<file path="src/rtl/bus_rr_arbiter_if.sv">
// Bus arbitration signal bundle: per-device request, receiver and FIFO-full lines
// in, one-hot voice grant and owner status out.
interface bus_rr_arbiter_if #(
    parameter int unsigned bus_max_devices = 16
);
    localparam int unsigned ID_W = $clog2(bus_max_devices);

    logic [bus_max_devices-1:0] bus_write_request;
    logic [bus_max_devices-1:0] bus_receiver;
    logic [bus_max_devices-1:0] bus_buffer_full;
    logic [bus_max_devices-1:0] bus_voice;
    logic                       bus_busy;
    logic [ID_W-1:0]            owner_id;
    logic                       forced_release;

    // Arbiter side
    modport master (
        input  bus_write_request,
        input  bus_receiver,
        input  bus_buffer_full,
        output bus_voice,
        output bus_busy,
        output owner_id,
        output forced_release
    );

    // Client / fabric side
    modport slave (
        output bus_write_request,
        output bus_receiver,
        output bus_buffer_full,
        input  bus_voice,
        input  bus_busy,
        input  owner_id,
        input  forced_release
    );
endinterface

</file>
<file path="src/rtl/bus_rr_arbiter.sv">
// Round-robin tri-state bus arbiter with burst limit, receiver-stall timeout
// and a one-cycle dead slot between bus owners.
module bus_rr_arbiter #(
    parameter int unsigned bus_max_devices = 16,
    parameter int unsigned max_burst       = 16,
    parameter int unsigned stall_timeout   = 64
) (
    input  logic             clk,
    input  logic             reset,
    bus_rr_arbiter_if.master bus
);
    localparam int unsigned N       = bus_max_devices;
    localparam int unsigned ID_W    = $clog2(bus_max_devices);
    localparam int unsigned BURST_W = (max_burst > 0) ? $clog2(max_burst + 1) : 1;
    localparam int unsigned STALL_W = (stall_timeout > 0) ? $clog2(stall_timeout + 1) : 1;

    localparam logic [BURST_W-1:0] BURST_LAST = BURST_W'(max_burst - 1);
    localparam logic [STALL_W-1:0] STALL_LAST = STALL_W'(stall_timeout - 1);
    localparam logic [BURST_W-1:0] BURST_SAT  = '1;
    localparam logic [STALL_W-1:0] STALL_SAT  = '1;

    typedef enum logic [1:0] {
        ST_IDLE    = 2'd0,
        ST_GRANT   = 2'd1,
        ST_RELEASE = 2'd2
    } state_t;

    state_t              state,     state_n;
    logic [ID_W-1:0]     ptr,       ptr_n;
    logic [BURST_W-1:0]  burst_cnt, burst_n;
    logic [STALL_W-1:0]  stall_cnt, stall_n;
    logic [N-1:0]        voice_q,   voice_n;
    logic [ID_W-1:0]     owner_q,   owner_n;
    logic                forced_q,  forced_n;
    logic                busy_q;

    logic                win_valid;
    logic [ID_W-1:0]     win_idx;
    logic [ID_W-1:0]     cand;
    logic                owner_req;
    logic                stall;
    logic                burst_hit;
    logic                stall_hit;

    // Cyclic scan starting just past the last owner; device 0 never wins
    always_comb begin
        win_valid = 1'b0;
        win_idx   = '0;
        cand      = '0;
        for (int unsigned i = 1; i <= N; i++) begin
            cand = ID_W'((32'(ptr) + i) % N);
            if (!win_valid && (cand != '0) && bus.bus_write_request[cand]) begin
                win_valid = 1'b1;
                win_idx   = cand;
            end
        end
    end

    assign owner_req = bus.bus_write_request[owner_q];
    assign stall     = |(bus.bus_receiver & bus.bus_buffer_full);
    assign burst_hit = (max_burst != 0) && (burst_cnt == BURST_LAST);
    assign stall_hit = (stall_timeout != 0) && stall && (stall_cnt == STALL_LAST);

    // Next-state and next-output logic
    always_comb begin
        state_n  = state;
        ptr_n    = ptr;
        burst_n  = burst_cnt;
        stall_n  = stall_cnt;
        voice_n  = '0;
        owner_n  = '0;
        forced_n = 1'b0;

        case (state)
            ST_IDLE, ST_RELEASE: begin
                if (win_valid) begin
                    state_n = ST_GRANT;
                    voice_n = N'(1) << win_idx;
                    owner_n = win_idx;
                    burst_n = '0;
                    stall_n = '0;
                end else begin
                    state_n = ST_IDLE;
                end
            end

            ST_GRANT: begin
                if (!owner_req) begin
                    state_n = ST_RELEASE;
                    ptr_n   = owner_q;
                end else if (burst_hit || stall_hit) begin
                    state_n  = ST_RELEASE;
                    ptr_n    = owner_q;
                    forced_n = 1'b1;
                end else begin
                    voice_n = voice_q;
                    owner_n = owner_q;
                    burst_n = (burst_cnt == BURST_SAT) ? burst_cnt : burst_cnt + BURST_W'(1);
                    if (stall) begin
                        stall_n = (stall_cnt == STALL_SAT) ? stall_cnt : stall_cnt + STALL_W'(1);
                    end else begin
                        stall_n = '0;
                    end
                end
            end

            default: begin
                state_n = ST_IDLE;
            end
        endcase
    end

    always_ff @(posedge clk) begin
        if (reset) begin
            state     <= ST_IDLE;
            ptr       <= '0;
            burst_cnt <= '0;
            stall_cnt <= '0;
            voice_q   <= '0;
            owner_q   <= '0;
            forced_q  <= 1'b0;
            busy_q    <= 1'b0;
        end else begin
            state     <= state_n;
            ptr       <= ptr_n;
            burst_cnt <= burst_n;
            stall_cnt <= stall_n;
            voice_q   <= voice_n;
            owner_q   <= owner_n;
            forced_q  <= forced_n;
            busy_q    <= |voice_n;
        end
    end

    assign bus.bus_voice      = voice_q;
    assign bus.bus_busy       = busy_q;
    assign bus.owner_id       = owner_q;
    assign bus.forced_release = forced_q;

endmodule

</file>
<file path="src/flat_wrapper.sv">
// flat-port wrapper written by rule: the top's interface ports become plain ports
module bus_rr_arbiter_flat 
#(
    parameter int unsigned bus_max_devices = 16,
    parameter int unsigned max_burst       = 16,
    parameter int unsigned stall_timeout   = 64
)
  (clk, reset, bus_bus_write_request, bus_bus_receiver, bus_bus_buffer_full, bus_bus_voice, bus_bus_busy, bus_owner_id, bus_forced_release);
  bus_rr_arbiter_if #(.bus_max_devices(bus_max_devices)) bus_i ();
  input  logic clk;
  input  logic reset;
  input wire logic [$bits(bus_i.bus_write_request)-1:0] bus_bus_write_request;
  input wire logic [$bits(bus_i.bus_receiver)-1:0] bus_bus_receiver;
  input wire logic [$bits(bus_i.bus_buffer_full)-1:0] bus_bus_buffer_full;
  output wire logic [$bits(bus_i.bus_voice)-1:0] bus_bus_voice;
  output wire logic [$bits(bus_i.bus_busy)-1:0] bus_bus_busy;
  output wire logic [$bits(bus_i.owner_id)-1:0] bus_owner_id;
  output wire logic [$bits(bus_i.forced_release)-1:0] bus_forced_release;
  assign bus_i.bus_write_request = bus_bus_write_request;
  assign bus_i.bus_receiver = bus_bus_receiver;
  assign bus_i.bus_buffer_full = bus_bus_buffer_full;
  assign bus_bus_voice = bus_i.bus_voice;
  assign bus_bus_busy = bus_i.bus_busy;
  assign bus_owner_id = bus_i.owner_id;
  assign bus_forced_release = bus_i.forced_release;
  bus_rr_arbiter #(.bus_max_devices(bus_max_devices), .max_burst(max_burst), .stall_timeout(stall_timeout)) u_core (.clk(clk), .reset(reset), .bus(bus_i));
endmodule
</file>
<file path="config.mk">
export PLATFORM = sky130hd
export DESIGN_NAME = bus_rr_arbiter_flat
export DESIGN_NICKNAME = d
export VERILOG_FILES = /design/src/rtl/bus_rr_arbiter_if.sv /design/src/rtl/bus_rr_arbiter.sv /design/src/flat_wrapper.sv
export SDC_FILE = /design/constraint.sdc
export NUM_CORES = 1
export LEC_CHECK = 0
export ABC_CLOCK_PERIOD_IN_PS = 15800
export CORE_ASPECT_RATIO = 0.6
export CORE_UTILIZATION = 45
export DETAILED_ROUTE_END_ITERATION = 12
export PLACE_DENSITY = 0.69
export SLEW_MARGIN = 20
export SYNTH_ARGS = -nofsm -noshare
export SYNTH_HDL_FRONTEND = slang
export SYNTH_SLANG_ARGS = --single-unit
</file>
<file path="constraint.sdc">
create_clock -name clk -period 15.8 [get_ports clk]
set_clock_uncertainty 0.15 [all_clocks]
set_input_delay 3.16 -clock clk [delete_from_list [all_inputs] [get_ports clk]]
set_output_delay 3.16 -clock clk [all_outputs]
set_load 0.01 [all_outputs]
</file>
Fig. 1: signal metal coverage by tile
Bar = 50 microns. The die is cut into 27 by 16 equal tiles; white is low, dark blue is high, scaled to the fullest tile. Values are wire area over tile area, all layers added.
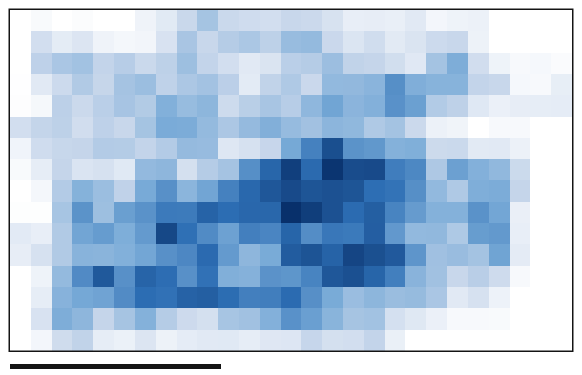
densest ninth of the die = center
nearly empty tiles = 13%
mean over tiles = 0.26
tiles over half the peak = 25%

Fig. 2: a small window of the routed layout
Window x 47 to 87, y 20 to 60 microns. Cells in gray, sequential cells in the stronger gray; small squares are vias.
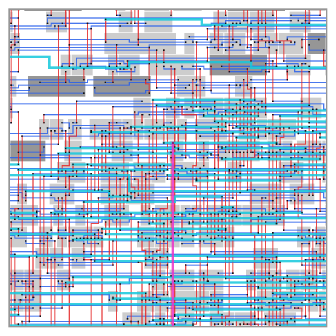
metal 4 -> magenta
metal 1 -> blue
metal 3 -> cyan
metal 2 -> red
most frequent = nor2_1 (14), nand2_1 (13), o21ai_0 (10)
cells with their middle in the window = 126
netlist names of flops here include = u_core.bus.owner_id (3), u_core.bus.bus_voice (1)
sequential cells in the window = 4

Fig. 3: clock nets
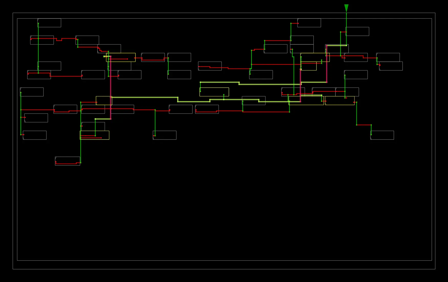
Late-Pin Clk Latency: 0.29 ns
CTS buffer count: 5
Clock buffer cells: 7
registers: 40
clock network power: 126 uW

Fig. 4: routed clock nets over the placement
Bar = 50 microns.
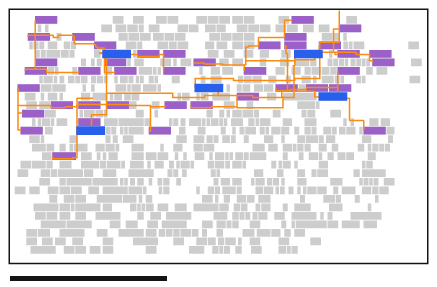
clock wires -> orange  # length 615 microns
flip-flops -> purple  # count 40
clock drivers -> blue  # count 5
routed clock nets = 6

Fig. 5: metal 3
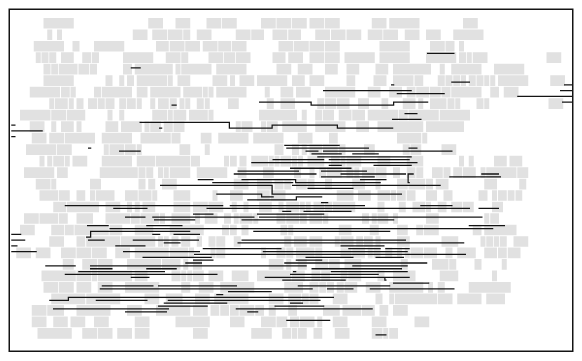
main direction = horizontal
share of all routed wire = 13%
wire length on this layer = 2180 microns

==> deck_impl_summary.md <==
Flow Results at a Glance

Clocking
  • CTS sink cnt: around 40
  • Clock transition at path regs: roughly 0.06 ns
  • Largest buffer count on any clock path: 2
  • CTS Hold Bufs: 0
  • # resized after CTS: 0
  • Clk root buf: clkbuf_16

Finish
  • Final net count: between 600 and 700
  • Share of cells above drive strength 1: 0.121
  • Final non-filler cell total: approximately 740
  • Synth-to-Final Area Change: 20.2%
  • Antenna diodes: 0
  • Fin area: 5580 sq um

Worst setup path
  • CP required: 15.87 ns
  • Critical R2R Launch: u_core.ptr[0]$_SDFFE_PP0P_
  • Slowest CP cell: or4_1
  • CP endpoint kind: flip-flop
  • Reg2reg setup slack: around 9.8 ns
  • Crit path launch type: input pin
  • R2R depth: 13
  • CP peak stage delay: ~0.76 ns
  • CP Class: input pin to flip-flop
  • Max FO, Critical Path: 9

Power
  • Leak: ~1.9 nW
  • Pwr Total: 483 uW

Logic synthesis
  • Mapped Cells: roughly 550
  • Most frequent cell after synthesis: nor2_1
  • Chip area in the Yosys report: roughly 4600 sq um
  • Distinct cells, synth: 88
  • Syn. warnings: 0
  • Synth area leaders: dfxtp_1, mux4_2, mux2i_1
  • Register share after synthesis: 0.173
  • Top FF cell, synth: dfxtp_1
  • Register bit count reported by yosys: 40
  • Area leader share: 0.173
  • EDFF count, synth: 0
  • Post-Syn Area: 4640 sq um
  • Yosys stat cell total: between 500 and 600
  • Area leader, netlist: dfxtp_1

Routing
  • # DRC: 0
  • Vias/cell: between 6 and 7
  • Initial DRC Count: between 400 and 500
  • Final wirelength: roughly 16000 microns
  • DR WL/cell: 22.2 microns

Placed design
  • Dpl cells: 729
  • DP Area: 5400 sq um

Final timing
  • Final worst slack: ~8.6 ns
  • Max Slew Vio Count: 0
  • Max-slew headroom: 0.287
  • Hold Slack: roughly 0.33 ns
  • Tmin final: 7.22 ns
  • FMAX: ~0.14 GHz
  • Endpoints failing hold: 0
  • Final setup fails: 0

Global route
  • GRT Total Usage: 0.310
  • Initial antenna violation count: 0
  • Gr ovfl total: 0
  • First-pass GRT wire length: 25300 microns
  • Largest net degree at the start of global routing: 45

Hold path
  • HP Start: u_core.bus.bus_voice[12]$_SDFF_PP0_
  • Worst hold endpoint: u_core.bus.bus_voice[12]$_SDFF_PP0_

Floorplanning
  • Die width: ~130 microns
  • Total die area: about 11000 sq um
  • Die Height: ~81 microns
  • Io pins: between 70 and 80

Run
  • Maxcap violations: 0

Outcome
  • Status: complete, no violations
## placed cells by master, fill, tap and decap left out, drive strengths merged, types with 8 or more instances in the layout
| cell | n |
|---|---|
| xnor2 | 12 |
| nand2b | 9 |
| a22o | 15 |
| nand3 | 20 |
| nor3 | 16 |
| ha | 17 |
| mux4 | 20 |
| a21oi | 25 |
| nor2 | 54 |
| a22oi | 9 |
| inv | 11 |
| o22ai | 9 |
| mux2 | 8 |
| dfxtp | 40 |
| and2 | 8 |
| mux2i | 41 |
| o21ai | 28 |
| nand2 | 41 |
| clkdlybuf4s50 | 71 |
## critical path: cells and delay by family
| kind | cells | cell delay, ns |
|---|---|---|
| compound gates | 4 | 1.05 |
| simple gates | 5 | 2.18 |
| mux | 1 | 0.30 |
| buf+inv | 1 | 0.59 |
## state kept, by name, summed over array words and instances, names as in the netlist
signal / flops
u_core.bus.forced_release: 1
u_core.stall_cnt: 7
u_core.bus.owner_id: 4
u_core.bus.bus_busy: 1
u_core.burst_cnt: 5
u_core.ptr: 4
u_core.state: 2
u_core.bus.bus_voice: 16
## cells by family (layout without fill, tap and decap cells)
family,count (synthesis),in the layout,share of synthesized area
xor+xnor,19,19,0.0431
buf+inv,42,97,0.0466
compound gates,155,155,0.256
flops,40,40,0.173
fa+ha+maj,17,17,0.0458
mux,69,69,0.207
simple gates,205,205,0.229
## cell type report
| cell class | count | area [sq um] |
|---|---|---|
| fill | 926 | 4370 |
| tap | 135 | 169 |
| timing repair buffer | 77 | 756 |
| clock inverter | 1 | 30.0 |
| clock buffer | 7 | 153 |
| sequential | 40 | 802 |
| multi-input combinational | 465 | 3620 |
| inverter | 12 | 45.0 |
## layer usage
layer | vias up | wire length, microns | global-route usage
met5 | - | 0 | 0
met4 | 0 | 142 | 0.0364
met3 | 20 | 2180 | 0.148
met2 | 262 | 6150 | 0.397
met1 | 2385 | 7910 | 0.461
li1 | 2241 | - | -
## worst max-delay path by stage
stage	from	endpoint	cells after the start	slack, ns
after detailed placement	bus_bus_write_request[10]	u_core.bus.bus_voice[13]$_SDFF_PP0_	11	8.39
final	bus_bus_write_request[9]	u_core.bus.bus_voice[13]$_SDFF_PP0_	11	8.58
after global routing	bus_bus_write_request[9]	u_core.burst_cnt[3]$_SDFFE_PP0P_	10	8.29
after floorplan	bus_bus_write_request[8]	u_core.bus.bus_voice[5]$_SDFF_PP0_	11	9.59
after CTS	bus_bus_write_request[10]	u_core.bus.bus_voice[13]$_SDFF_PP0_	11	8.69
after global placement	bus_bus_write_request[8]	u_core.bus.bus_voice[5]$_SDFF_PP0_	11	8.42
## report_power, final
part           internal, mW  switching [mW]  leakage [nW]
registers             0.108         0.00947         0.325
clock network        0.0832          0.0426        0.0901
logic                0.0954           0.144          1.51
Power is estimated from default activity; no workload was simulated.
